[src/rtl/irq_sequencer_if.sv]
// Interrupt sequencer port bundle: peripheral IRQ lines, enable-register write, and IF-stage handshake.
// No storage of its own; the slave side is the sequencer and the master side is the surrounding logic.
interface irq_sequencer_if #(
   parameter int N_IRQ = 4,
   parameter int ID_W  = 2
);
   logic [N_IRQ-1:0] irq_src;
   logic             irq_en_we;
   logic [N_IRQ-1:0] irq_en_wdata;
   logic             intr_ack;
   logic             intr_return;
   logic             alert;
   logic [ID_W-1:0]  irq_id;
   logic [N_IRQ-1:0] irq_en;
   logic [N_IRQ-1:0] pending;
   logic             busy;

   modport master (
      output irq_src, irq_en_we, irq_en_wdata, intr_ack, intr_return,
      input  alert, irq_id, irq_en, pending, busy
   );

   modport slave (
      input  irq_src, irq_en_we, irq_en_wdata, intr_ack, intr_return,
      output alert, irq_id, irq_en, pending, busy
   );
endinterface

[src/rtl/irq_sequencer.sv]
// Edge-latching IRQ sequencer: rise -> pending next edge -> alert one edge later; IRQ_ROUNDROBIN_EN selects round-robin.
// Alert is held through any IF stall until intr_ack; further requests are held off until intr_return.
module irq_sequencer #(
   parameter int               N_IRQ    = 4,
   parameter int               ID_W     = 2,
   parameter logic [N_IRQ-1:0] EN_RESET = {N_IRQ{1'b1}}
) (
   input  logic            clk,
   input  logic            rst_n,
   irq_sequencer_if.slave  io_bus
);

   typedef enum logic [1:0] {
      ST_IDLE    = 2'b00,
      ST_ALERT   = 2'b01,
      ST_SERVICE = 2'b10
   } state_t;

   state_t           r_state;
   state_t           w_state_nxt;
   logic [N_IRQ-1:0] r_src_q;
   logic [N_IRQ-1:0] r_pending;
   logic [N_IRQ-1:0] r_en;
   logic             r_alert;
   logic [ID_W-1:0]  r_irq_id;

   logic [N_IRQ-1:0] w_rise;
   logic [N_IRQ-1:0] w_cand;
   logic [N_IRQ-1:0] w_clr;
   logic             w_any;
   logic [ID_W-1:0]  w_sel;
   logic             w_alert_nxt;
   logic [ID_W-1:0]  w_id_nxt;

   assign w_rise = io_bus.irq_src & ~r_src_q;
   assign w_cand = r_pending & r_en;

`ifdef IRQ_ROUNDROBIN_EN
   logic [ID_W-1:0]    r_last_id;
   logic [2*N_IRQ-1:0] w_dbl;
   logic [N_IRQ-1:0]   w_rot;
   int                 w_off;

   // Rotate the candidates so the search origin (last_id+1) lands on bit 0.
   always_comb begin
      w_dbl = {w_cand, w_cand} >> (int'(r_last_id) + 1);
      w_rot = w_dbl[N_IRQ-1:0];
      w_any = |w_rot;
      w_off = 0;
      for (int i = N_IRQ - 1; i >= 0; i--) begin
         if (w_rot[i]) w_off = i;
      end
      w_sel = ID_W'((int'(r_last_id) + 1 + w_off) % N_IRQ);
   end

   always_ff @(posedge clk or negedge rst_n) begin
      if (!rst_n) begin
         r_last_id <= ID_W'(N_IRQ - 1);
      end else if (r_state == ST_ALERT && io_bus.intr_ack) begin
         r_last_id <= r_irq_id;
      end
   end
`else
   always_comb begin
      w_any = |w_cand;
      w_sel = '0;
      for (int i = N_IRQ - 1; i >= 0; i--) begin
         if (w_cand[i]) w_sel = ID_W'(i);
      end
   end
`endif

   always_comb begin
      w_state_nxt = r_state;
      w_alert_nxt = r_alert;
      w_id_nxt    = r_irq_id;
      w_clr       = '0;
      case (r_state)
         ST_IDLE: begin
            if (w_any) begin
               w_state_nxt = ST_ALERT;
               w_alert_nxt = 1'b1;
               w_id_nxt    = w_sel;
            end
         end
         ST_ALERT: begin
            if (io_bus.intr_ack) begin
               w_state_nxt = ST_SERVICE;
               w_alert_nxt = 1'b0;
               w_clr       = {{(N_IRQ-1){1'b0}}, 1'b1} << r_irq_id;
            end
         end
         ST_SERVICE: begin
            if (io_bus.intr_return) w_state_nxt = ST_IDLE;
         end
         default: begin
            w_state_nxt = ST_IDLE;
            w_alert_nxt = 1'b0;
         end
      endcase
   end

   always_ff @(posedge clk or negedge rst_n) begin
      if (!rst_n) begin
         r_state <= ST_IDLE;
      end else begin
         r_state <= w_state_nxt;
      end
   end

   // A fresh rise on the bit being cleared wins, so that event is not lost.
   always_ff @(posedge clk or negedge rst_n) begin
      if (!rst_n) begin
         r_src_q   <= '0;
         r_pending <= '0;
         r_en      <= EN_RESET;
         r_alert   <= 1'b0;
         r_irq_id  <= '0;
      end else begin
         r_src_q   <= io_bus.irq_src;
         r_pending <= (r_pending & ~w_clr) | w_rise;
         r_alert   <= w_alert_nxt;
         r_irq_id  <= w_id_nxt;
         if (io_bus.irq_en_we) r_en <= io_bus.irq_en_wdata;
      end
   end

   assign io_bus.alert   = r_alert;
   assign io_bus.irq_id  = r_irq_id;
   assign io_bus.irq_en  = r_en;
   assign io_bus.pending = r_pending;
   assign io_bus.busy    = (r_state == ST_ALERT) || (r_state == ST_SERVICE);

endmodule

[src/flat_wrapper.sv]
// flat-port wrapper written by rule: the top's interface ports become plain ports
module irq_sequencer_flat 
#(
   parameter int               N_IRQ    = 4,
   parameter int               ID_W     = 2,
   parameter logic [N_IRQ-1:0] EN_RESET = {N_IRQ{1'b1}}
)
  (clk, rst_n, io_bus_irq_src, io_bus_irq_en_we, io_bus_irq_en_wdata, io_bus_intr_ack, io_bus_intr_return, io_bus_alert, io_bus_irq_id, io_bus_irq_en, io_bus_pending, io_bus_busy);
  irq_sequencer_if #(.N_IRQ(N_IRQ), .ID_W(ID_W)) io_bus_i ();
  input  logic clk;
  input  logic rst_n;
  input wire logic [$bits(io_bus_i.irq_src)-1:0] io_bus_irq_src;
  input wire logic [$bits(io_bus_i.irq_en_we)-1:0] io_bus_irq_en_we;
  input wire logic [$bits(io_bus_i.irq_en_wdata)-1:0] io_bus_irq_en_wdata;
  input wire logic [$bits(io_bus_i.intr_ack)-1:0] io_bus_intr_ack;
  input wire logic [$bits(io_bus_i.intr_return)-1:0] io_bus_intr_return;
  output wire logic [$bits(io_bus_i.alert)-1:0] io_bus_alert;
  output wire logic [$bits(io_bus_i.irq_id)-1:0] io_bus_irq_id;
  output wire logic [$bits(io_bus_i.irq_en)-1:0] io_bus_irq_en;
  output wire logic [$bits(io_bus_i.pending)-1:0] io_bus_pending;
  output wire logic [$bits(io_bus_i.busy)-1:0] io_bus_busy;
  assign io_bus_i.irq_src = io_bus_irq_src;
  assign io_bus_i.irq_en_we = io_bus_irq_en_we;
  assign io_bus_i.irq_en_wdata = io_bus_irq_en_wdata;
  assign io_bus_i.intr_ack = io_bus_intr_ack;
  assign io_bus_i.intr_return = io_bus_intr_return;
  assign io_bus_alert = io_bus_i.alert;
  assign io_bus_irq_id = io_bus_i.irq_id;
  assign io_bus_irq_en = io_bus_i.irq_en;
  assign io_bus_pending = io_bus_i.pending;
  assign io_bus_busy = io_bus_i.busy;
  irq_sequencer #(.N_IRQ(N_IRQ), .ID_W(ID_W), .EN_RESET(EN_RESET)) u_core (.clk(clk), .rst_n(rst_n), .io_bus(io_bus_i));
endmodule
[config.mk]
export PLATFORM = sky130hd
export DESIGN_NAME = irq_sequencer_flat
export DESIGN_NICKNAME = d
export VERILOG_FILES = /design/src/rtl/irq_sequencer_if.sv /design/src/rtl/irq_sequencer.sv /design/src/flat_wrapper.sv
export SDC_FILE = /design/constraint.sdc
export NUM_CORES = 1
export LEC_CHECK = 0
export CAP_MARGIN = 25
export CORE_UTILIZATION = 39
export CTS_CLUSTER_SIZE = 28
export DETAILED_ROUTE_END_ITERATION = 12
export HOLD_SLACK_MARGIN = 0.08
export PLACE_DENSITY = 0.72
export SLEW_MARGIN = 0
export SYNTH_ARGS = -nofsm -noshare
export SYNTH_HDL_FRONTEND = slang
export SYNTH_SLANG_ARGS = --single-unit
[constraint.sdc]
create_clock -name clk -period 1.25 [get_ports clk]
set_input_delay 0.25 -clock clk [delete_from_list [all_inputs] [get_ports clk]]
set_output_delay 0.25 -clock clk [all_outputs]
set_load 0.01 [all_outputs]
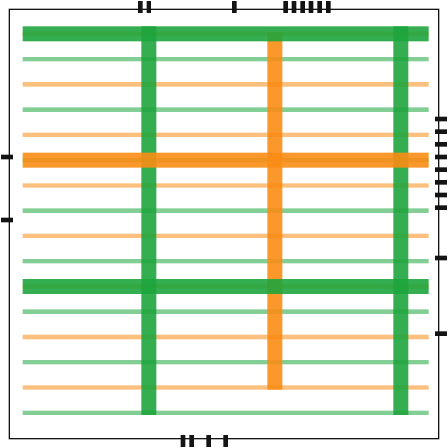
(run_1/floorplan.png)
Pins as bars on the die edge.
Key: VSS = green; VDD = orange
25 signal pins sit on the boundary. 3 straps on met5. 16 met1 rails follow the rows. 3 straps on met4. The core has 15 rows.
CORE AREA: 0.001783 mm2
Die Height: 46.09 um
Worst IR Drop VDD: 1265 uV
Die W: 46.09 um

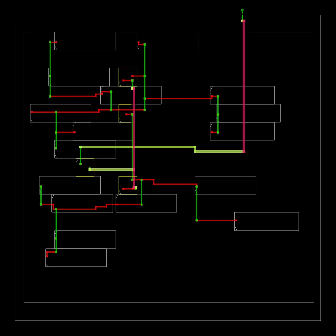
(run_1/clock_nets.png)
TritonCTS buffer count: 3
clk pwr: 0.000289 W
registers: 17
clk sinks: 17
Worst-Skew Late Latency: 0.29 ns

==> job_summary.md, run 1 <==
## Implementation flow summary

| Metric | Value |
|---|---|
| Initial antenna violation count | 0 |
| Critical path class | register to register |
| WL final | 1.669 mm |
| ANT cells | 0 |
| Fin crit share | 1.098 |
| Cell Area, Synth | around 760 um2 |
| Final-stage net count | 124 |
| Worst setup margin | -0.1220 ns |
| Clock Pin Slew Worst Setup and Hold Paths | about 0.10 ns |
| Fmax | 728.9 MHz |
| Final setup fails | 7 |
| 1st-pass router iterations | 4 |
| Seq/Total Area, Yosys | 0.5677 |
| Switching share of power | 0.3552 |
| Post-CTS Hold Buffers | 0 |
| Met3 usage | 0.03529 |
| Violated checks | negative setup slack |
| Synth warnings | 0 |
| Status | finished with violations |
| WHS | 0.2661 ns |
| Cell family with most CP delay | flip-flops |
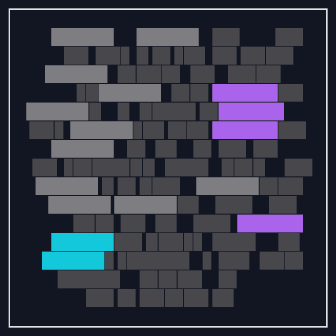
(run_1/ff_map.png)
Key: u_core.r_state = cyan [sequential cells 2]; u_core.io_bus.irq_en = purple [sequential cells 4]
Another 11 sequential cells are not colored.
Util after Layout: 0.7046
fraction of area in registers: 0.3426
Flop area: 430.4 um2
Seq power: 0.000809 W

==> run 1: final cells by class <==
cell class | count | share of cell area
Tap cell | 25 | 0.02490
Inverter | 8 | 0.02390
Timing Repair Buffer | 41 | 0.2938
Clock inverter | 1 | 0.003984
Multi-Input combinational cell | 37 | 0.2928
Clock buffer | 3 | 0.01793
Sequential cell | 17 | 0.3426
==> run 1: sequential cells by signal (all words and copies together), names as in the netlist <==
signal                 cells
u_core.io_bus.irq_en       4
u_core.io_bus.pending      4
u_core.io_bus.alert        1
u_core.r_state             2
u_core.r_src_q             4
u_core.io_bus.irq_id       2
==> run 1: synth_stat cells, drive strengths merged <==
cell	instances
nand3b	1
nor2	2
nor3	2
mux2	5
a21oi	3
a22o	2
inv	8
a211oi	1
nand2	2
and2b	2
nand3	1
o32a	2
dfrtp	13
o21ai	9
ha	3
dfstp	4
a2bb2oi	1
a32oi	1
==> run 1: kinds of logic after synthesis <==
family | synth area share
simple gates | 0.07920
mux | 0.07425
compound gates | 0.1898
flops | 0.5677
fa+ha+maj | 0.04951
buf+inv | 0.03961
==> run 1: placed cells by master, fill, tap and decap left out, drive strengths merged, types with 3 or more instances in the layout <==
master	Yosys	routed
dlygate4sd2	0	3
ha	3	3
clkdlybuf4s15	0	3
clkbuf	0	4
o21ai	9	9
dfstp	4	4
inv	8	8
buf	0	22
clkdlybuf4s50	0	12
a21oi	3	3
mux2	5	5
dfrtp	13	13
==> run 1: power groups by stage <==
stage	Combinational, W	Sequential (W)	Clock [W]
6_report	0.00142	0.000809	0.000289
5_1_grt	0.00152	0.000829	0.000315
4_1_cts	0.00122	0.000799	0.000302
3_5_place_dp	0.00117	0.000841	0
3_3_place_gp	0.00114	0.000835	0
2_1_floorplan	0.000500	0.000893	0
==> run_1/gates.png <==
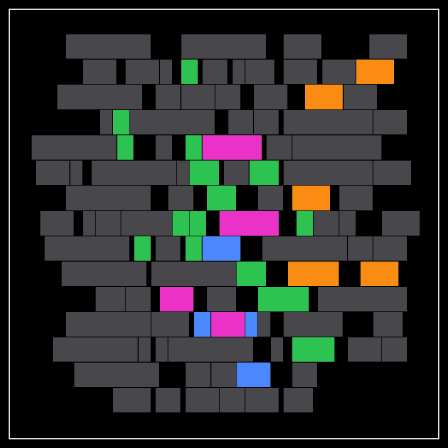

==> run 2, diff against run 1 <==
- CAP_MARGIN: 25 -> default
- CORE_MARGIN: default -> 4
- SLEW_MARGIN: 0 -> default
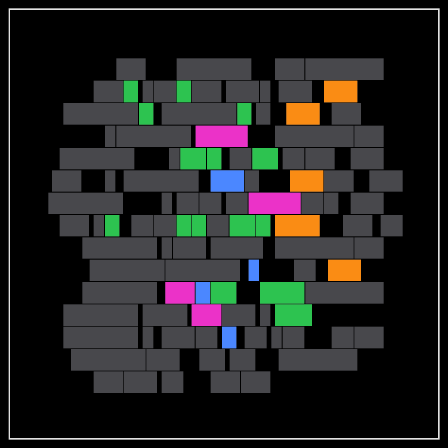
(run_2/gates.png)
Key: nor cells = blue [cells 4, most used nor3_1]; mux cells = orange [cells 5, most used mux2_1]; non-inverting ao/oa cells = magenta [cells 4, where center]; aoi and oai cells = green [cells 15, most used o21ai_1, where center]
Comb/total area: 0.2863
Top cell excl fill/tap: buf_4
Final Instance Count excl. Fillers: 133

==> run 2 against run 1 <==
Against the previous run:
- the run still ends with negative setup slack left
- flip-flop count is the same
- die size grew 28%
- sequential power up 4.3%
- global-route usage decreased by 2.1 points
- clock-buffer cell count increased by 1
- worst setup slack improved by 0.013 ns
- hold slack better by 0.016 ns
- core utilization rose by 0.63 points
- critical path depth did not move
- critical endpoint unchanged
==> job_summary.md, run 2 <==
## Implementation flow summary

| Metric | Value |
|---|---|
| Worst setup margin | -0.1093 ns (was -0.1220 ns) |
| Fraction of area in registers | 0.3406 (was 0.3426) |
| TritonCTS buffer count | 3 (unchanged) |
| Non-clk bufs | 42 (was 41) |
| WL final | 1.861 mm (was 1.669 mm) |
| 1st-pass router iterations | 6 (was 4) |
| Cell Area, Synth | 758.2 um2 (unchanged) |
| EDFF count, synth | 0 (unchanged) |
| Clock buffer cells | 4 (was 3) |
| Critical path class | register to register (unchanged) |
| Status | finished with violations (unchanged) |
| Compound-gate portion of the synthesized area | 0.1898 (unchanged) |
| Final setup fails | 7 (unchanged) |
| Top FF cell, synth | dfrtp_1 (unchanged) |
| Violated checks | negative setup slack (unchanged) |
| Util after Layout | 0.7109 (was 0.7046) |
| CORE AREA | 0.001783 mm2 (unchanged) |
| Fmax | 735.7 MHz (was 728.9 MHz) |
| Flop area | 431.7 um2 (was 430.4 um2) |
| Top class by area | flip-flops and latches (unchanged) |
| Final-stage net count | 125 (was 124) |
| Synth top cell by count | dfrtp_1 (unchanged) |
| Clock-cell share | 0.02073 (was 0.02191) |
| Die Height | 52.09 um (was 46.09 um) |
## run 2: metal layers
metal  GRT usage  share of wire  vias up
li1            -              -      315
met3     0.03438          0.061        4
met5           0              0        -
met2      0.2406           0.51       21
met4     0.06550          0.019        0
met1      0.1877           0.41      313
## run 2: final timing paths
kind                                          startpoint                             endpoint  slack (ns)
setup / recovery           u_core.r_state[1]$_DFFE_PN0P_        u_core.r_state[0]$_DFFE_PN0P_       -0.11
hold / removal                                     rst_n  u_core.io_bus.irq_id[0]$_DFFE_PN0P_        0.28
setup reg to reg           u_core.r_state[1]$_DFFE_PN0P_        u_core.r_state[0]$_DFFE_PN0P_       -0.11
hold reg to reg              u_core.r_src_q[2]$_DFF_PN0_   u_core.io_bus.pending[2]$_DFF_PN0_        0.41
max in group asynchronous                          rst_n  u_core.io_bus.irq_en[2]$_DFFE_PN1P_        0.72
min in group clk             u_core.r_src_q[2]$_DFF_PN0_   u_core.io_bus.pending[2]$_DFF_PN0_        0.41
## run 2: stage by stage
| step | setup TNS [ns] | setup slack (ns) |
|---|---|---|
| floorplan | -0.01161 | -0.01161 |
| global placement | -1.033 | -0.1648 |
| detailed placement | -1.235 | -0.1911 |
| CTS | -0.6181 | -0.1929 |
| global route | -0.9841 | -0.1651 |
| finish | -0.4430 | -0.1093 |
## run 2: what timing repair did
action | 4_1_cts | 5_1_grt
gates resized | 44 | 21
setup buffers | 1 | 3
setup endpoints to repair | 20 | 21
pin swaps | 4 | 8
## run 2: where the power goes
group	internal, W	switching [W]	total, W
Sequential	0.000713	0.000131	0.000844
Combinational	0.000835	0.000629	0.00146
Clock	0.000124	0.000157	0.000281
Total	0.00167	0.000917	0.00259
Power and IR drop assume default switching activity.
